--- src/rtl/jh512_padder.sv ---
// jh512_padder
//   Turns a stream of 64-bit message words into padded 512-bit JH512 blocks.
//   Padding appends a 1 bit, zero bits, and a 128-bit big-endian bit length.
//   When the message leaves room in its last block, the 0x80 marker closes that
//   block and a separate length-only block follows. When the message ends
//   exactly on a block boundary, a block holding 0x80 and the length follows.
//
// Ports
//   clk        rising-edge clock
//   rst        synchronous active-high reset
//   in_data    message word, first byte in [63:56]
//   in_bytes   valid bytes in in_data (left-aligned), 0..8
//   in_last    final word of the message
//   in_valid   upstream word valid
//   in_ready   padder can take a word (only while filling)
//   out_block  padded block, byte 0 in [511:504]
//   out_last   block is the final block of the message
//   out_valid  block valid toward the JH512 core
//   out_ready  core accepts the block
module jh512_padder (
  input  logic         clk,
  input  logic         rst,
  input  logic [63:0]  in_data,
  input  logic [3:0]   in_bytes,
  input  logic         in_last,
  input  logic         in_valid,
  output logic         in_ready,
  output logic [511:0] out_block,
  output logic         out_last,
  output logic         out_valid,
  input  logic         out_ready
);

  typedef enum logic [1:0] {FILL, EMIT, TAIL, FINAL} state_t;

  state_t       state, state_nxt;
  logic [2:0]   idx;
  logic [63:0]  count;
  logic [511:0] blk;
  logic         pend_final;

  logic         in_acc;
  logic [63:0]  count_nxt;
  logic [511:0] blk_wr;

  // Place 0x80 at byte position pos and clear every byte after it.
  function automatic logic [511:0] pad_block(input logic [511:0] b, input logic [5:0] pos);
    logic [511:0] r;
    r = b;
    for (int i = 0; i < 64; i++) begin
      if (i == int'(pos))
        r[(63 - i)*8 +: 8] = 8'h80;
      else if (i > int'(pos))
        r[(63 - i)*8 +: 8] = 8'h00;
    end
    return r;
  endfunction

  // Closing block: optional leading 0x80, bit length (bytes*8) in [127:0].
  function automatic logic [511:0] len_block(input logic [63:0] c, input logic mark);
    logic [511:0] r;
    r = '0;
    r[511:504] = mark ? 8'h80 : 8'h00;
    r[66:3] = c;
    return r;
  endfunction

  assign in_ready  = (state == FILL);
  assign out_valid = (state != FILL);
  assign out_last  = (state == FINAL);
  assign out_block = blk;

  assign in_acc    = in_valid & in_ready;
  assign count_nxt = count + {60'd0, in_bytes};

  always_comb begin
    blk_wr = blk;
    blk_wr[(7 - int'(idx))*64 +: 64] = in_data;
  end

  always_ff @(posedge clk) begin
    if (rst) state <= FILL;
    else     state <= state_nxt;
  end

  always_comb begin
    state_nxt = state;
    case (state)
      FILL: begin
        if (in_acc) begin
          if (in_last) begin
            if (count_nxt[5:0] != 6'd0) state_nxt = TAIL;
            // A zero-byte last word only arrives on a block boundary.
            else if (in_bytes == 4'd0)  state_nxt = FINAL;
            else                        state_nxt = EMIT;
          end else if (idx == 3'd7) begin
            state_nxt = EMIT;
          end
        end
      end
      EMIT:  if (out_ready) state_nxt = pend_final ? FINAL : FILL;
      TAIL:  if (out_ready) state_nxt = FINAL;
      FINAL: if (out_ready) state_nxt = FILL;
      default: state_nxt = FILL;
    endcase
  end

  always_ff @(posedge clk) begin
    if (rst) begin
      idx        <= 3'd0;
      count      <= 64'd0;
      blk        <= '0;
      pend_final <= 1'b0;
    end else begin
      case (state)
        FILL: begin
          if (in_acc) begin
            count <= count_nxt;
            idx   <= idx + 3'd1;
            if (in_last) begin
              if (count_nxt[5:0] != 6'd0) begin
                blk <= pad_block(blk_wr, count_nxt[5:0]);
              end else if (in_bytes == 4'd0) begin
                blk <= len_block(count_nxt, 1'b1);
              end else begin
                blk        <= blk_wr;
                pend_final <= 1'b1;
              end
            end else begin
              blk <= blk_wr;
            end
          end
        end
        EMIT: begin
          // Stale slots are overwritten word by word during the next fill.
          if (out_ready && pend_final) begin
            blk        <= len_block(count, 1'b1);
            pend_final <= 1'b0;
          end
        end
        TAIL: begin
          if (out_ready) blk <= len_block(count, 1'b0);
        end
        FINAL: begin
          if (out_ready) begin
            blk        <= '0;
            count      <= 64'd0;
            idx        <= 3'd0;
            pend_final <= 1'b0;
          end
        end
        default: ;
      endcase
    end
  end

endmodule

--- config.mk ---
export PLATFORM = sky130hd
export DESIGN_NAME = jh512_padder
export DESIGN_NICKNAME = d
export VERILOG_FILES = /design/src/rtl/jh512_padder.sv
export SDC_FILE = /design/constraint.sdc
export NUM_CORES = 2
export LEC_CHECK = 0
export CAP_MARGIN = 15
export CORE_ASPECT_RATIO = 1.1
export CORE_MARGIN = 2
export CORE_UTILIZATION = 35
export DETAILED_ROUTE_END_ITERATION = 16
export GPL_TIMING_DRIVEN = 1
export PLACE_DENSITY_LB_ADDON = 0.2
export SLEW_MARGIN = 15
export SYNTH_ARGS = -nofsm -noshare
export SYNTH_HDL_FRONTEND = slang
export SYNTH_SLANG_ARGS = --single-unit
--- constraint.sdc ---
create_clock -name clk -period 3.2 [get_ports clk]
set_input_delay 0.32 -clock clk [delete_from_list [all_inputs] [get_ports clk]]
set_output_delay 0.32 -clock clk [all_outputs]
set_load 0.005 [all_outputs]
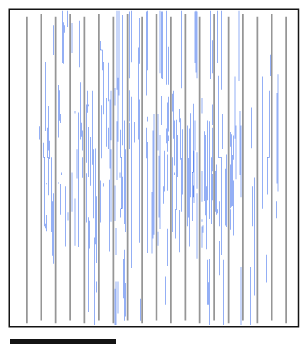
(metal 4)
Bar = 100 um. Supply wires on this layer in grey.
nets with wire on the layer: 161
main direction: vertical
Post-Route WL: 152100 um
routed vias: 31870

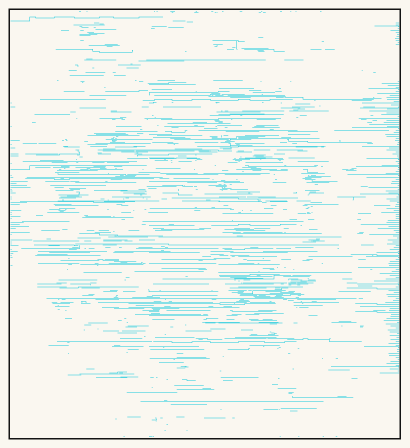
(M3 wires)
nets with wire on the layer: 692
longest straight run: 215 um
wire length on this layer: 13900 um
share of all routed wire: 9.2%
main direction: horizontal
met3 routing resource usage after global routing: 0.07746

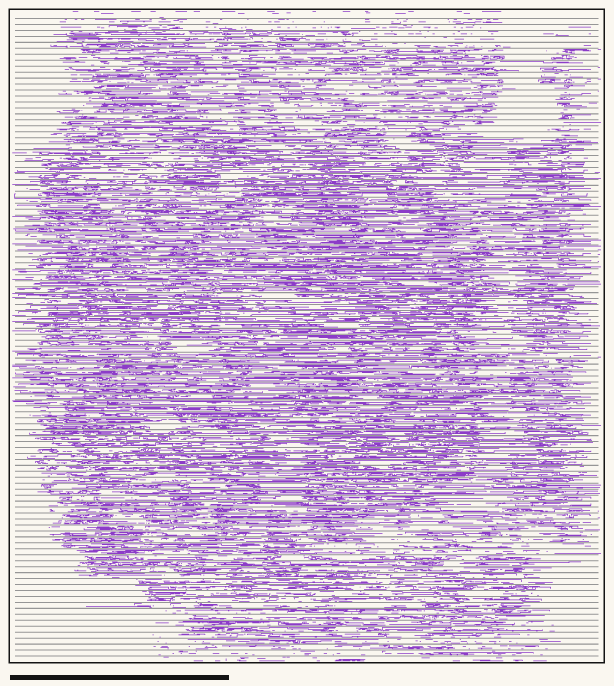
(metal 1)
Bar = 100 um. Supply wires on this layer in grey.
share of all routed wire: 39%
wire length on this layer: 59.3 mm
global-route met1 utilization: 0.4500

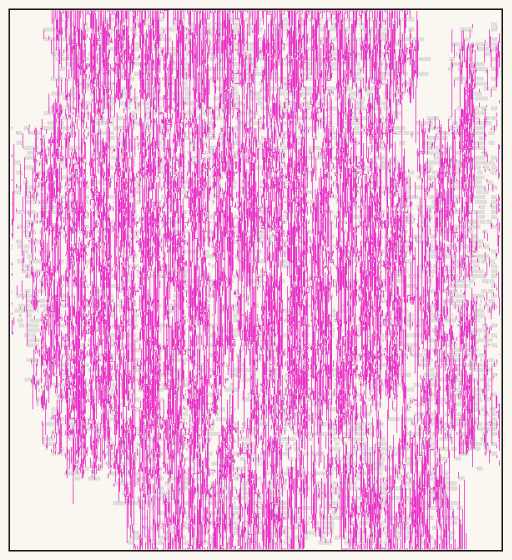
(signal wires on met2)
Cells faint in the background.
main direction: vertical
share of all routed wire: 45%
wire length on this layer: 69.2 mm
longest straight run: 104 um
met2 layer usage reported by global route: 0.5805

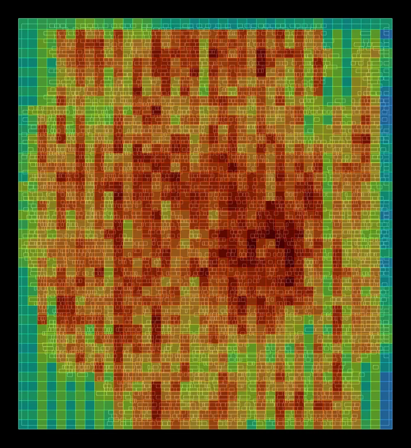
(routing congestion)
routed wirelength normalized by instance count: 28.90 um
overall fraction of global-route tracks in use: 0.3607

## layout make-up
cell class                 instances  area, um2  area share
timing repair buffer            1183      10920      0.2645
multi-input combinational       2251      14900      0.3608
antenna                            2      5.005   0.0001212
tap                             1035       1295     0.03136
clock inverter                    25      306.5    0.007423
clock buffer                      88       1856     0.04493
inverter                          95      359.1    0.008695
sequential                       582      11650      0.2822
## cell usage after synthesis (all sizes together), types with 43 or more instances
cell / n / area (um2)
nand4: 58 / 377.9
o22ai: 44 / 275.3
clkbuf: 193 / 727.0
nor2: 223 / 847.1
nand2: 343 / 1287
a22oi: 43 / 322.8
o2bb2ai: 72 / 630.6
o211ai: 47 / 367.9
o32ai: 54 / 480.5
nand3: 111 / 555.5
a22o: 187 / 1638
a21oi: 219 / 1171
buf: 67 / 337.8
nor3: 90 / 490.5
inv: 94 / 352.8
dfxtp: 582 / 11650
o21ai: 131 / 674.4
a31oi: 63 / 406.6
## metal layers
layer | up-vias | wire length, um
met5 | - | 123
met4 | 14 | 9571
met3 | 432 | 13930
met2 | 1748 | 69170
met1 | 15600 | 59270
li1 | 14080 | -
## through the flow
step	utilization	TNS, ps	total power, mW	setup WS, ps
5_1_grt	0.5328	-902.5	21.88	-52.98
4_1_cts	0.5266	0	21.07	6.613
3_5_place_dp	0.4969	-247170	13.32	-714.6
2_1_floorplan	-	0	10.00	44.19
6_report	0.5328	0	21.32	21.67
3_3_place_gp	0.4969	-242930	13.32	-694.6
## power groups by stage
stage / Sequential (mW) / Combinational, mW / Clock, mW
6_report: 7.63 / 5.91 / 7.79
5_1_grt: 7.64 / 6.09 / 8.15
4_1_cts: 7.62 / 5.60 / 7.85
3_5_place_dp: 7.78 / 5.54 / 0
3_3_place_gp: 7.78 / 5.55 / 0
2_1_floorplan: 7.74 / 2.27 / 0
==> results.txt <==
Implementation status.

- The area fraction in mux cells is 0.01441.
- After detailed routing, the number of remaining DRC violations is 0.
- Setup slack on the worst reg-to-reg path comes out at around 22 ps.
- A synthesized cell averages around 8.6 um2.
- The area growth from synthesis to layout is 50.50%.
- The top-level I/O count is between 500 and 600.
- Per the GRT congestion report, total overflow comes to 0.
- Headroom to the max-slew limit came out at 0.2000.
- The synthesized area is 0.02744 mm2.
- In this run the deepest clock path goes through 3 buffers.
- The capture point of the worst register-to-register path is recorded as out_block[302].
- The tree is rooted in a sky130_fd_sc_hd__clkbuf_16.
- The top cell type in the final layout, fill and taps aside, is sky130_fd_sc_hd__clkdlybuf4s50_1.
- Per the STA report, the cell with the highest stage delay on the worst path is sky130_fd_sc_hd__mux2_4.
- The class of the worst hold path is in -> reg.
- The number of core rows is around 110.
- In the setup report, the worst path falls into the class reg -> reg.
- Per the post-route antenna check, the number of violating nets is 0.
- The cell sequence reported for the critical path is ha_1 -> a21o_1 -> a21oi_4 -> mux2_4 -> buf_4 -> o211ai_2 -> buf_4 -> a21oi_1 -> a31oi_1 -> buf_4 -> a32o_1.
- The warning total across the stage logs is 27.
- The flip-flop and latch count after synthesis is ~580.
- Of the available clock period, the critical path in the final layout requires 0.9932.
- The largest net degree at the start of global routing is between 70 and 80.
- After layout, the setup clock skew is reported as ~23 ps.
- The hold path depth is 2.
- At the end of the flow, the number of nets in the layout was 4259.
- The slew at the pin with the worst max-slew slack is between 1000 and 1500 ps.
- The clock drives ~580 sinks.
- The number of different library cells used by synthesis comes to roughly 97.
- The beginning of the critical path is count[1].
- The number of cells reported by Yosys stat comes to ~3200.
- The detailed-routing iteration count for the pre-antenna-repair pass is 5.
- The final number of max-transition violations is 0.
- The floorplan step set the die height to 297.7 um.
- Summed over all cells, the static leakage comes to between 10 and 15 nW.
- When the netlist entered floorplanning its net count stood at between 3000 and 4000.
- The layer flagged by global routing as most heavily used is met2.
- The final design area excluding fillers is 0.04130 mm2.
- STA lists the startpoint of the worst register-to-register path as count[1].
- Hold-check failures listed in the final report amount to 0.
- The number of filler cells placed in the layout is between 7000 and 8000.
- The script logs the ratio of routed vias to standard cells as 6.058.
- The post-CTS repair timing setup buffer count is 4.
- The cell-mix breakdown from Yosys lists the adder-cell area share as 0.005289.
- The switching part of the total power is 0.3333.
- The dominant synthesized flop cell is sky130_fd_sc_hd__dfxtp_1.
- Counting tap cells, the placed design contains a total of between 5000 and 6000 instances.
- The clock power share is 0.365.
- The tally of max-capacitance violations is 0.
- The registers of the reported paths see a clock transition of 60 ps.
- The count of placed standard cells in the final layout, fillers left out is around 5300.
- The run finished with clean final reports.
- The top achievable clock speed is approximately 0.31 GHz.
- The cell depth of the worst flop-to-flop path is 11.
- In this run, synthesis inferred 0 flip-flops with an integrated enable.
- The routability-driven placement congestion ratio is 1.034.
- The most repeated library cell on the critical path is sky130_fd_sc_hd__buf_4.
- The number of antenna violations at the first check in global routing is 13.
- The share of total power dissipated in sequential elements is 0.358.
- The total core area is around 0.078 mm2.
- The clock tree from TritonCTS is built.
- The last element of the critical path is out_block[302].
- The tightest hold path in the finished design has a slack of roughly 90 ps.
- The net switching power is 7.107 mW.
- The source of the worst hold timing path is rst.
- The number of gates resized after cts is 17.
- The share of the core area taken by cells at floorplan is 0.3540.
- The critical path's top delay family is AND-OR/OR-AND gates.
- The floorplan die width is between 200 and 300 um.
- The final timing report counts setup violations totalling 0.
- In this run the worst path has a maximum fanout of 7.
- The required time of the worst setup path is between 3000 and 4000 ps.
- Setup repair after global routing could not meet its margin everywhere.
- For this design, the CTS-stage hold fixing added 0 buffers.
- Synthesis produced roughly 3200 cells.
- The top cell types in the final layout, fill and taps aside, are sky130_fd_sc_hd__clkdlybuf4s50_1 (585), sky130_fd_sc_hd__dfxtp_1 (581), sky130_fd_sc_hd__buf_4 (543).
- In the final layout, the share of cells above drive strength 1 is 0.2050.
- STA classifies the critical path endpoint as a flip-flop.
- Yosys shows that the main logic family after synthesis is AND-OR/OR-AND gates.
- The TritonCTS buffer count is roughly 66.
- The DRC marker count from the first detailed-route iteration is around 3600.
- The script computed a power per unit cell area of just over 500 mW/mm2.
- The number of gates on the worst path with buffers counted is 11.
- The clock H-tree reported by CTS has 3 levels.
- The post-synthesis xor/xnor area fraction is 0.009484.
- The register share after synthesis is 0.4246.
- The final timing report derives a shortest allowable period of between 3000 and 4000 ps.
- The data arrival at the endpoint of the critical path is 3740 ps.
- The area share of and/or/nand/nor cells after synthesis is 0.1843.
- The first global-routing pass estimated 216300 um of wire.
- The chip area from the yosys synthesis statistics is between 0.02 and 0.03 mm2.
- The combinational group share of total power is 0.277.
- The end of the worst hold path is count[33].
- The synthesis report lists the Yosys warning total as 0.
- The startpoint kind of the worst setup timing path is a flip-flop.
- The async set or reset register ratio after synthesis is 0.
- Note, the detailed placer reported a final HPWL of about 120000 um.
- The number of global-route vias before repair is about 30000.
- The number of flip-flops under the largest register name is 512.
- The peak supply drop is 0.3172 mV.
- The chip area is around 0.081 mm2.
- The number of buffers added on ports is ~600.
- The design internal power is around 14 mW.
- The worst-skew pair later-pin latency is 630 ps.
- In this run, the synthesized area fraction spent on AND-OR/OR-AND gates is recorded as 0.3101.
- Summing all placed instances gives a cell area of 0.03852 mm2.
- Counting both buffers and inverters, the worst setup path holds a total of 3.
- The longest incremental delay of any stage on the critical path is reported as between 300 and 400 ps.
Power and IR drop assume default switching activity.
